Clock distribution:
(2 px per um)
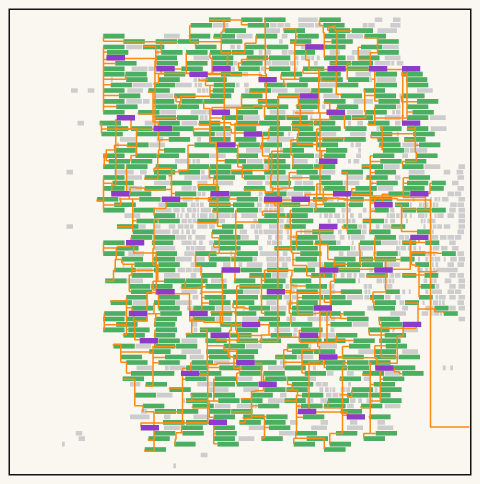
The clock network:
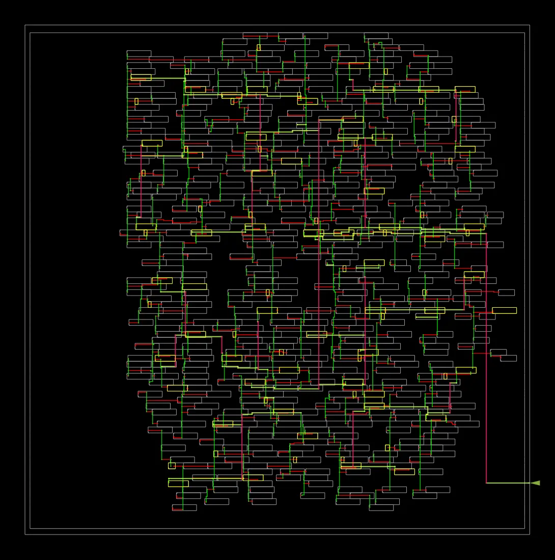
The metal 2 layer:
(2 px per um) Cells faint in the background.
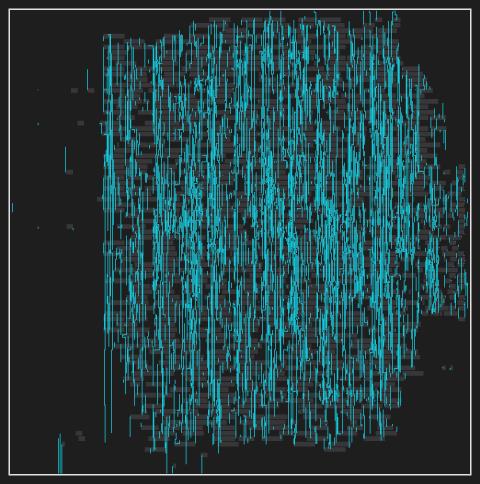
I/O nets highlighted:
(1.5 px per um)
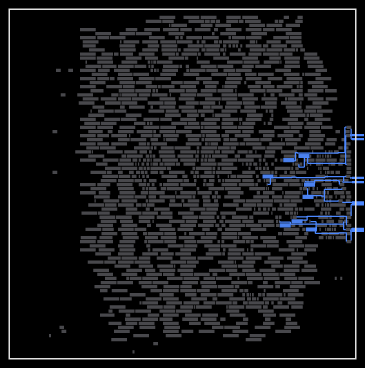
Cell classes on the final placement:
(1.5 px per um) Fill, decap, tap and diode cells in grey.
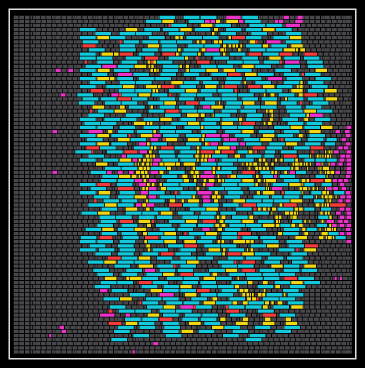
`src/rtl/useq_ctrl.sv`:
```
// Microsequencer control unit: micro-PC register, 32x16 writable control
// store with registered read and write bypass, a sticky halt flag and a
// saturating count of executed microinstructions.
module useq_ctrl (
  input  logic        clk,
  input  logic        reset,
  input  logic        stall,
  input  logic [4:0]  nextst,
  input  logic        cs_we,
  input  logic [4:0]  cs_waddr,
  input  logic [15:0] cs_wdata,
  output logic [4:0]  state,
  output logic [15:0] cword,
  output logic [1:0]  nssel,
  output logic [4:0]  dbin,
  output logic [7:0]  ctl,
  output logic        valid,
  output logic        halt,
  output logic [7:0]  ucount
);

  typedef enum logic {
    MODE_RUN  = 1'b0,
    MODE_HALT = 1'b1
  } mode_t;

  mode_t       mode_reg, mode_next;
  logic [15:0] store_mem [0:31];
  logic [4:0]  state_reg;
  logic [15:0] cword_reg;
  logic        valid_reg;
  logic [7:0]  ucount_reg;

  logic        halt_hit;
  logic        advance;
  logic        count_en;
  logic [15:0] load_word;

  // Halt detection, advance qualification, run/halt next mode and the
  // bypassed control-store read for the word loaded on this edge.
  always_comb begin
    halt_hit  = 1'b0;
    advance   = 1'b0;
    mode_next = mode_reg;
    if (mode_reg == MODE_RUN) begin
      // A valid word carrying the halt bit stops the sequencer in place:
      // state/cword stay on the halting word, but it is still counted.
      halt_hit = valid_reg && cword_reg[7] && !stall;
      advance  = !stall && !halt_hit;
      if (halt_hit) begin
        mode_next = MODE_HALT;
      end
    end
    count_en  = (advance && valid_reg) || halt_hit;
    load_word = (cs_we && (cs_waddr == nextst)) ? cs_wdata : store_mem[nextst];
  end

  // Control store writes; contents deliberately survive reset.
  always_ff @(posedge clk) begin
    if (cs_we) begin
      store_mem[cs_waddr] <= cs_wdata;
    end
  end

  // Run/halt mode register; halt is sticky until reset.
  always_ff @(posedge clk) begin
    if (reset) begin
      mode_reg <= MODE_RUN;
    end else begin
      mode_reg <= mode_next;
    end
  end

  // Micro-PC, registered control word and valid flag; the reset bubble
  // leaves cword at zero so the first advance fetches store[0].
  always_ff @(posedge clk) begin
    if (reset) begin
      state_reg <= 5'd0;
      cword_reg <= 16'h0000;
      valid_reg <= 1'b0;
    end else if (advance) begin
      state_reg <= nextst;
      cword_reg <= load_word;
      valid_reg <= 1'b1;
    end
  end

  // Saturating executed-microinstruction counter.
  always_ff @(posedge clk) begin
    if (reset) begin
      ucount_reg <= 8'd0;
    end else if (count_en && (ucount_reg != 8'hFF)) begin
      ucount_reg <= ucount_reg + 8'd1;
    end
  end

  assign state  = state_reg;
  assign cword  = cword_reg;
  assign nssel  = cword_reg[1:0];
  assign dbin   = cword_reg[6:2];
  assign ctl    = cword_reg[15:8];
  assign valid  = valid_reg;
  assign halt   = (mode_reg == MODE_HALT);
  assign ucount = ucount_reg;

endmodule

```
`config.mk`:
```
export PLATFORM = sky130hd
export DESIGN_NAME = useq_ctrl
export DESIGN_NICKNAME = d
export VERILOG_FILES = /design/src/rtl/useq_ctrl.sv
export SDC_FILE = /design/constraint.sdc
export NUM_CORES = 1
export LEC_CHECK = 0
export CAP_MARGIN = 10
export CORE_AREA = 2 2 228 230
export DETAILED_ROUTE_END_ITERATION = 6
export DIE_AREA = 0 0 230 232
export GPL_ROUTABILITY_DRIVEN = 1
export GPL_TIMING_DRIVEN = 0
export HOLD_SLACK_MARGIN = 0.02
export PLACE_DENSITY = 0.67
export REMOVE_ABC_BUFFERS = 1
export SYNTH_ARGS = -nofsm -noshare
export SYNTH_HDL_FRONTEND = slang
export SYNTH_SLANG_ARGS = --single-unit
```
`constraint.sdc`:
```
create_clock -name clk -period 2.7 [get_ports clk]
set_clock_uncertainty 0.15 [all_clocks]
set_input_delay 0.405 -clock clk [delete_from_list [all_inputs] [get_ports clk]]
set_output_delay 0.405 -clock clk [all_outputs]
set_load 0.005 [all_outputs]
```
==> results.toml <==
# physical design summary
[clocking]
htree_levels = 2
root_buffer = "clkbuf_16"
post-cts-setup-buffer-count = 2
clkTransAtPathRegs_ns = 0.06
hold_buffers = 0
cts_tree = "done"
cts_buffer_depth = 3
cts-resized-gates = 2

[setup_path]
startpoint_type = "primary input"
rrSetupSlack_ns = 0.36
slowest_delay_ns = 0.55
worstSetupEndpointType = "flip-flop"
slowest_stage = "o21ai_0"
crit_fanout = 57
cp.required_ns = 3.04
critPathKind = "in2reg"

[power_and_ir_drop]
power.share.sequential_pct = 54.7
p_leak_nw = 7.74
p_switching_mw = 3.59
pwr-share-comb_pct = 6.6
power_per_cell_area_nw_per_um2 = 689
p_sw_share_pct = 20.9
total_power_mw = 17.2
p_int_mw = 13.6

[die]
fp.dieH_um = 232
die_area_um2 = 53400
die_width_um = 230
core_area_um2 = 50900
floorplan.core_util_pct = 41.7

[yosys]
synth.comb.largest_family = "multiplexers"
top_cell_area_share_pct = 72.4
ys_area_um2 = 21200
ys_sh_aoi_pct = 4.16
simple_gate_share_pct = 3.86
synth.cell_area_um2 = 21200
avgSynthCellArea_um2 = 20.0
ys_cells = 1063
synthFlopType = "edfxtp_1"
synth_adder_area_share_pct = 0.0589
ys_seq_share_pct = 75.3
syn_inst = 1063
ys_seq_elements = 543
ys_types = 57
ys_sh_xor_pct = 0.412
synth.area.top_cells = "edfxtp_1, mux4_2, dfxtp_1, o22ai_1, nor2_1"
synthMuxAreaShare_pct = 13.8
edf_count = 512

[worst_hold_path]
hp-class = "in2reg"

[sta]
finalSetupTns_ns = 0
relSlewSlack_pct = 22.2
max_freq_ghz = 0.404
fin_hold_ws_ns = 0.172
min_period_ns = 2.47
tightest_slew_ns = 1.16
finalSetupViolations = 0
rsz0062_at_grt = "false"
final-hold-violation-count = 0

[cells_and_area]
final_layout_top_logic_cells = "edfxtp_1, mux4_2, clkdlybuf4s50_1"
final_nets = 1199
stdcell_count = 1886
final_layout_size_suffix_gt1_share_pct = 24.3
largest_register_ffs = 512
num_antenna_cells = 0
syn2layout_area_growth_pct = 17.3

[global_route]
grt_pass1_vias = 10800
grt_pass1_wl_mm = 72.1
antenna_found_initial = 4
gr-total-overflow = 0
grt_max_degree = 71

[placement]
gp_congestion = 0.748
post_dp_cell_area_um2 = 23200
dp_cells = 1786
place_hpwl_mm = 31.2
pre_cts_ws_ns = -1.10

[routing]
vias = 10800
post-route-drc-count = 0
drt_iter0_drc = 1291
firstDrtPassIters = 5
vias_per_cell = 5.71
wire_per_inst_um = 25.8

[run]
log.warning_count = 25
cap_viol_max_count = 0

[run_status]
status = "finished, final reports clean"
-- 'clock distribution' (at the start) --
[cells driving clock nets] purple | count: 51
[clock wires] orange | length: 5,690 um
[flip-flops] green | count: 543
routed clock nets: 52
Clk Latency, worst-skew pair: 0.56 ns
clock group power: 6.64 mW
clock share of power: 38.7%

-- 'the clock network' (at the start) --
cts bufs inserted: 51
clock buf count: 64
registers: 543
clock sinks: 543

-- 'the metal 2 layer' (at the start) --
share of all routed wire: 49%
nets with wire on the layer: 1,048
wire length on this layer: 23.7 mm
drt total wl: 48.6 mm
met2 usage: 30.3%

-- 'I/O nets highlighted' (at the start) --
| port | colour | bits | direction | end cells | buffers | wire |
|---|---|---|---|---|---|---|
| ctl | blue | 8 | output | 8 | 8 | 444 um |
port buffer count: 75
io pins: 76

-- 'cell classes on the final placement' (at the start) --
| class | colour | cells | share of their area |
|---|---|---|---|
| other buffers and delay cells | magenta | 126 | 7.0% |
| all other logic | yellow | 446 | 20% |
| flip-flops | cyan | 543 | 66% |
| clock drivers and dummy loads | red | 91 | 6.4% |
Rows: 83
cell area after layout: 24,900 um^2
final core occ: 49.0%

[path summary, 6_finish.rpt]
| path | from | endpoint | depth (start not counted) |
|---|---|---|---|
| max | nextst[0] | cword[9] | 7 |
| min | nextst[0] | state[0] | 3 |
| max reg2reg | halt | cword[14] | 6 |
| min reg2reg | state[3] | state[3] | 2 |
[synthesized netlist by cell type (all sizes together), types with 3 or more instances]
master	number
edfxtp	512
mux4	116
buf	59
nor2	53
o22ai	36
nand2	33
dfxtp	31
a21oi	17
mux2i	17
clkbuf	15
mux2	14
nand3	14
o221ai	12
nand3b	10
nor2b	10
o21ai	8
a211o	7
a211oi	7
a31oi	7
or3b	7
and2	6
or3	6
a2bb2oi	5
xnor2	5
xor2	5
nand2b	4
nand4	4
nor3	4
nor4	4
o21bai	4
o22a	4
a2111oi	3
inv	3
o31ai	3
[per-layer routing]
metal | global-route usage (%) | part of all wire, % | vias up | routed length, um
met4 | 5.38 | 2.7 | 8 | 1300
met1 | 25.3 | 41 | 5631 | 20100
met5 | 0 | 0.12 | - | 57
met2 | 30.3 | 49 | 449 | 23700
li1 | - | - | 4597 | -
met3 | 3.16 | 7.1 | 84 | 3440
[power groups by stage]
stage | logic [mW] | registers (mW) | clock network (mW)
floorplan | 0.422 | 9.56 | 0
global placement | 1.14 | 9.57 | 0
global route | 1.20 | 9.40 | 7.08
detailed placement | 1.10 | 9.57 | 0
CTS | 1.11 | 9.39 | 6.74
finish | 1.13 | 9.39 | 6.64
[final cells by class]
type,count,area (um^2)
clock buffer,64,1370
inverter,3,11.3
fill,4067,26000
timing repair buffer,126,1670
tap,680,851
clock inverter,27,164
multi-input combinational,443,4850
sequential,543,16000
[worst max-delay path: cells and delay by family]
family	cells	cell delay, ns
compound gates	4	1.25
buf+inv	2	0.75
mux	1	0.35
No activity file was given, so power comes from the tool's default toggle rates.
